**config.mk**
```make
export PLATFORM = sky130hd
export DESIGN_NAME = scan_mux
export DESIGN_NICKNAME = d
export VERILOG_FILES = /design/src/rtl/scan_mux.sv
export SDC_FILE = /design/constraint.sdc
export NUM_CORES = 1
export LEC_CHECK = 0
export CAP_MARGIN = 0
export CELL_PAD_IN_SITES_DETAIL_PLACEMENT = 0
export CELL_PAD_IN_SITES_GLOBAL_PLACEMENT = 1
export CORE_ASPECT_RATIO = 1.2
export CORE_UTILIZATION = 34
export CTS_CLUSTER_DIAMETER = 100
export DETAILED_ROUTE_END_ITERATION = 10
export PLACE_DENSITY = 0.87
export SLEW_MARGIN = 40
export SYNTH_ARGS = -nofsm -noshare
export SYNTH_HDL_FRONTEND = slang
export SYNTH_SLANG_ARGS = --single-unit
```
**constraint.sdc**
```tcl
create_clock -name clk -period 3.5 [get_ports clk]
set_input_delay 0.7 -clock clk [delete_from_list [all_inputs] [get_ports clk]]
set_output_delay 0.7 -clock clk [all_outputs]
set_load 0.02 [all_outputs]
```
**src/rtl/scan_mux.sv**
```systemverilog
// -----------------------------------------------------------------------------
// scan_mux
//   N-channel registered multiplexer with two modes:
//     MANUAL (mode=0): sel_in picks the channel routed to y.
//     SCAN   (mode=1): cur_sel steps through the channels enabled in ch_mask.
//                      Each channel is held for DWELL cycles per visit.
//   All outputs are registered, so y follows din/sel_in one clock later.
//
// Ports
//   clk      rising-edge clock
//   rst_n    asynchronous active-low reset
//   en       1 = active, 0 = hold state (y_valid and wrap drop to 0)
//   mode     0 = MANUAL, 1 = SCAN
//   sel_in   MANUAL channel select
//   ch_mask  SCAN enable per channel (bit i = channel i)
//   din      flattened channel data, channel i = din[i*DW +: DW]
//   y        registered selected data
//   y_valid  y holds valid channel data
//   cur_sel  channel currently selected
//   wrap     1-cycle pulse when SCAN wraps to a lower-or-equal channel index
//   sel_err  MANUAL sel_in out of range (registered)
// -----------------------------------------------------------------------------
module scan_mux #(
  parameter  int N_CH  = 4,
  parameter  int DW    = 8,
  parameter  int DWELL = 4,
  localparam int SEL_W = $clog2(N_CH)
) (
  input  logic               clk,
  input  logic               rst_n,
  input  logic               en,
  input  logic               mode,
  input  logic [SEL_W-1:0]   sel_in,
  input  logic [N_CH-1:0]    ch_mask,
  input  logic [N_CH*DW-1:0] din,
  output logic [DW-1:0]      y,
  output logic               y_valid,
  output logic [SEL_W-1:0]   cur_sel,
  output logic               wrap,
  output logic               sel_err
);

  localparam int DCW = $clog2(DWELL + 1);

  typedef enum logic {
    ST_MANUAL = 1'b0,
    ST_SCAN   = 1'b1
  } state_t;

  state_t           r_state,     w_state_nxt;
  logic [DW-1:0]    r_y,         w_y_nxt;
  logic             r_y_valid,   w_y_valid_nxt;
  logic [SEL_W-1:0] r_cur_sel,   w_cur_sel_nxt;
  logic             r_wrap,      w_wrap_nxt;
  logic             r_sel_err,   w_sel_err_nxt;
  logic [DCW-1:0]   r_dwell_cnt, w_dwell_nxt;

  logic [DW-1:0]    w_cur_data;
  logic [DW-1:0]    w_sel_data;
  logic             w_cur_mask;
  logic             w_sel_ok;
  logic [SEL_W-1:0] w_hi_idx;
  logic [SEL_W-1:0] w_lo_idx;
  logic             w_hi_found;
  logic [SEL_W-1:0] w_next_sel;
  logic [DCW-1:0]   w_dwell_eff;
  logic             w_dwell_last;

  // Channel lookup by comparison rather than variable part-select, so an
  // unused select code (non-pow2 N_CH) yields zero data instead of X.
  // NOTE: every variable gets a default before the loop; otherwise a path that
  // skips assignment would infer a latch.
  always_comb begin
    w_cur_data = '0;
    w_sel_data = '0;
    w_cur_mask = 1'b0;
    for (int i = 0; i < N_CH; i++) begin
      if (r_cur_sel == SEL_W'(i)) begin
        w_cur_data = din[i*DW +: DW];
        w_cur_mask = ch_mask[i];
      end
      if (sel_in == SEL_W'(i)) begin
        w_sel_data = din[i*DW +: DW];
      end
    end
  end

  // One extra bit keeps the range test meaningful when N_CH is a power of two.
  assign w_sel_ok = ({1'b0, sel_in} < (SEL_W + 1)'(N_CH));

  // Next enabled channel, cyclic ascending from cur_sel+1. Walking downward and
  // overwriting leaves the lowest hit in each half: the lowest enabled index
  // above cur_sel, else the lowest at or below it (a wrap).
  always_comb begin
    w_hi_idx   = '0;
    w_lo_idx   = '0;
    w_hi_found = 1'b0;
    for (int i = N_CH - 1; i >= 0; i--) begin
      if (ch_mask[i]) begin
        if (SEL_W'(i) > r_cur_sel) begin
          w_hi_idx   = SEL_W'(i);
          w_hi_found = 1'b1;
        end else begin
          w_lo_idx = SEL_W'(i);
        end
      end
    end
  end

  assign w_next_sel = w_hi_found ? w_hi_idx : w_lo_idx;

  // Entering SCAN from MANUAL always starts a fresh dwell.
  assign w_dwell_eff  = (r_state == ST_SCAN) ? r_dwell_cnt : '0;
  assign w_dwell_last = (w_dwell_eff == DCW'(DWELL - 1));

  always_comb begin
    w_state_nxt   = r_state;
    w_y_nxt       = r_y;
    w_y_valid_nxt = 1'b0;
    w_cur_sel_nxt = r_cur_sel;
    w_wrap_nxt    = 1'b0;
    w_sel_err_nxt = r_sel_err;
    w_dwell_nxt   = r_dwell_cnt;

    if (en) begin
      if (!mode) begin
        w_state_nxt = ST_MANUAL;
        w_dwell_nxt = '0;
        if (w_sel_ok) begin
          w_cur_sel_nxt = sel_in;
          w_y_nxt       = w_sel_data;
          w_y_valid_nxt = 1'b1;
          w_sel_err_nxt = 1'b0;
        end else begin
          w_y_nxt       = '0;
          w_sel_err_nxt = 1'b1;
        end
      end else begin
        w_state_nxt   = ST_SCAN;
        w_sel_err_nxt = 1'b0;
        // y tracks the selected channel live while it dwells.
        w_y_nxt       = w_cur_data;
        w_y_valid_nxt = w_cur_mask;
        if (ch_mask == '0) begin
          w_dwell_nxt = '0;
        end else if (!w_cur_mask || w_dwell_last) begin
          // A masked-off current channel is left at once, without waiting
          // out the dwell.
          w_dwell_nxt   = '0;
          w_cur_sel_nxt = w_next_sel;
          w_wrap_nxt    = !w_hi_found;
        end else begin
          w_dwell_nxt = w_dwell_eff + 1'b1;
        end
      end
    end
  end

  // NOTE: sequential state uses non-blocking assignments so every register
  // samples the pre-edge values, independent of statement order.
  always_ff @(posedge clk or negedge rst_n) begin
    if (!rst_n) begin
      r_state     <= ST_MANUAL;
      r_y         <= '0;
      r_y_valid   <= 1'b0;
      r_cur_sel   <= '0;
      r_wrap      <= 1'b0;
      r_sel_err   <= 1'b0;
      r_dwell_cnt <= '0;
    end else begin
      r_state     <= w_state_nxt;
      r_y         <= w_y_nxt;
      r_y_valid   <= w_y_valid_nxt;
      r_cur_sel   <= w_cur_sel_nxt;
      r_wrap      <= w_wrap_nxt;
      r_sel_err   <= w_sel_err_nxt;
      r_dwell_cnt <= w_dwell_nxt;
    end
  end

  assign y       = r_y;
  assign y_valid = r_y_valid;
  assign cur_sel = r_cur_sel;
  assign wrap    = r_wrap;
  assign sel_err = r_sel_err;

endmodule

```
**Metal 1**

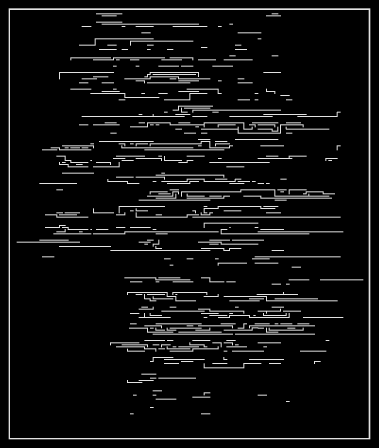
longest straight run	23.9 um
main direction	horizontal
wire length on this layer	1420 um
nets with wire on the layer	180
aggregate routed wire length: 3.32 mm
number of vias in the routed layout: 1166
met1 Track Usage GR: 23.8%

**Met2 routing**

The bar under the picture is 20 um long.
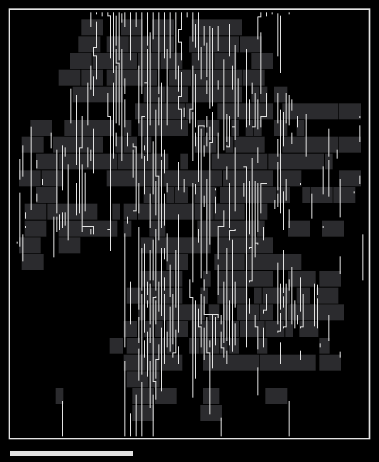
longest straight run	29.2 um
nets with wire on the layer	187
share of all routed wire	51%
main direction	vertical
met2 GRT Util: 29.1%

**Met3 routing**

The bar under the picture is 20 um long.
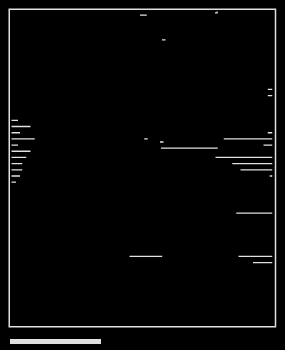
longest straight run	12.2 um
wire length on this layer	108 um
GR Util met3: 2.05%

**A small window of the routed layout**

The bar under the picture is 5 um long. Region (5, 42) to (25, 62) um. Cells in grey, sequential cells in the stronger grey; small squares are vias.
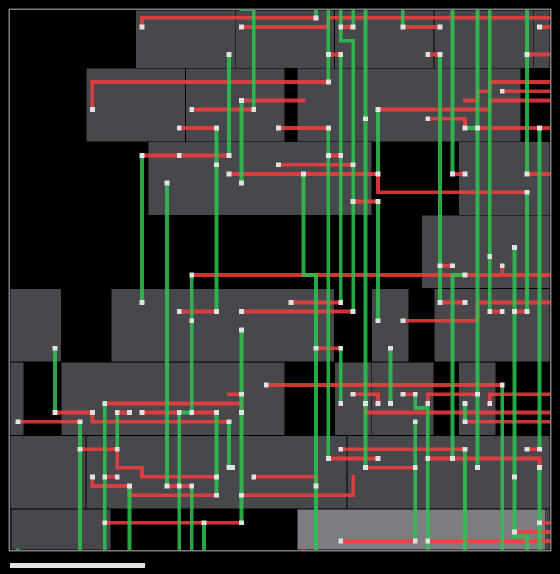
layer	colour
met2	green
met1	red
netlist names of flops here include	y (1)
most frequent	clkdlybuf4s50_1 (10), mux4_2 (7), nand2_1 (2)
sequential cells in the window	1
cells with their middle in the window	23

==> run notes <==
yosys + openroad results -> arrival time of data at the critical path endpoint=between 1.5 and 2 ns, slowest cell on the critical path=clkdlybuf4s50_1, RSZ-0062 raised after global routing=no, Die H=69.5 um, post-synthesis net count=164, wire per inst=15.0 um, Seq/total area=around a fifth, required time worst endpoint=around 2.8 ns, Floorplan Core Area=around 3600 um2, relative contribution of the clock network to total power=~17%, clk root buf=clkbuf_8, cells along the critical path=clkdlybuf4s50_1, worst max-slew margin expressed relative to the limit=~47%, sequential power=between 200 and 300 uW, post-synthesis async set-or-reset flop share=100%, final clock period utilization by the worst path=between 60% and 70%, Non-clock buffers, area share=~28%, Main power group=combinational cells, type of element capturing the critical path=output pin, first-pass GRT wire length=roughly 5.6 mm, maximum level of the CTS H-tree=1, antenna viol nets, final=0, logic depth of the worst setup path including buffers=1, net load switching power=337 uW, peak per-stage delay on the critical path=about 0.7 ns, Layout clock buffers=4, main area contributors after synthesis=dfrtp_1 (31%), mux4_2 (23%), nand2_1 (6.4%), Final Power=947 uW, clock slew at the register clock pins of the worst setup and hold paths=roughly 0.060 ns, count of warning messages emitted by the tools=26, uppermost layer routed=met4, M1 wire length=~1.4 mm, violation count after the first detailed-route iteration=31, leading cell type in the layout, fill and taps excluded=clkdlybuf4s50_1, clock latency of the later-clocked register in the worst-skew pair=roughly 0.24 ns, status=complete, no violations, Max rail drop VDD=0.000193 V, destination of the worst register-to-register timing path=cur_sel[0], CP max FO=14, post-synthesis share of cell area spent on and-or and or-and gates=14.5%
Power figures rest on the tool's default switching activity, not on a simulated workload.
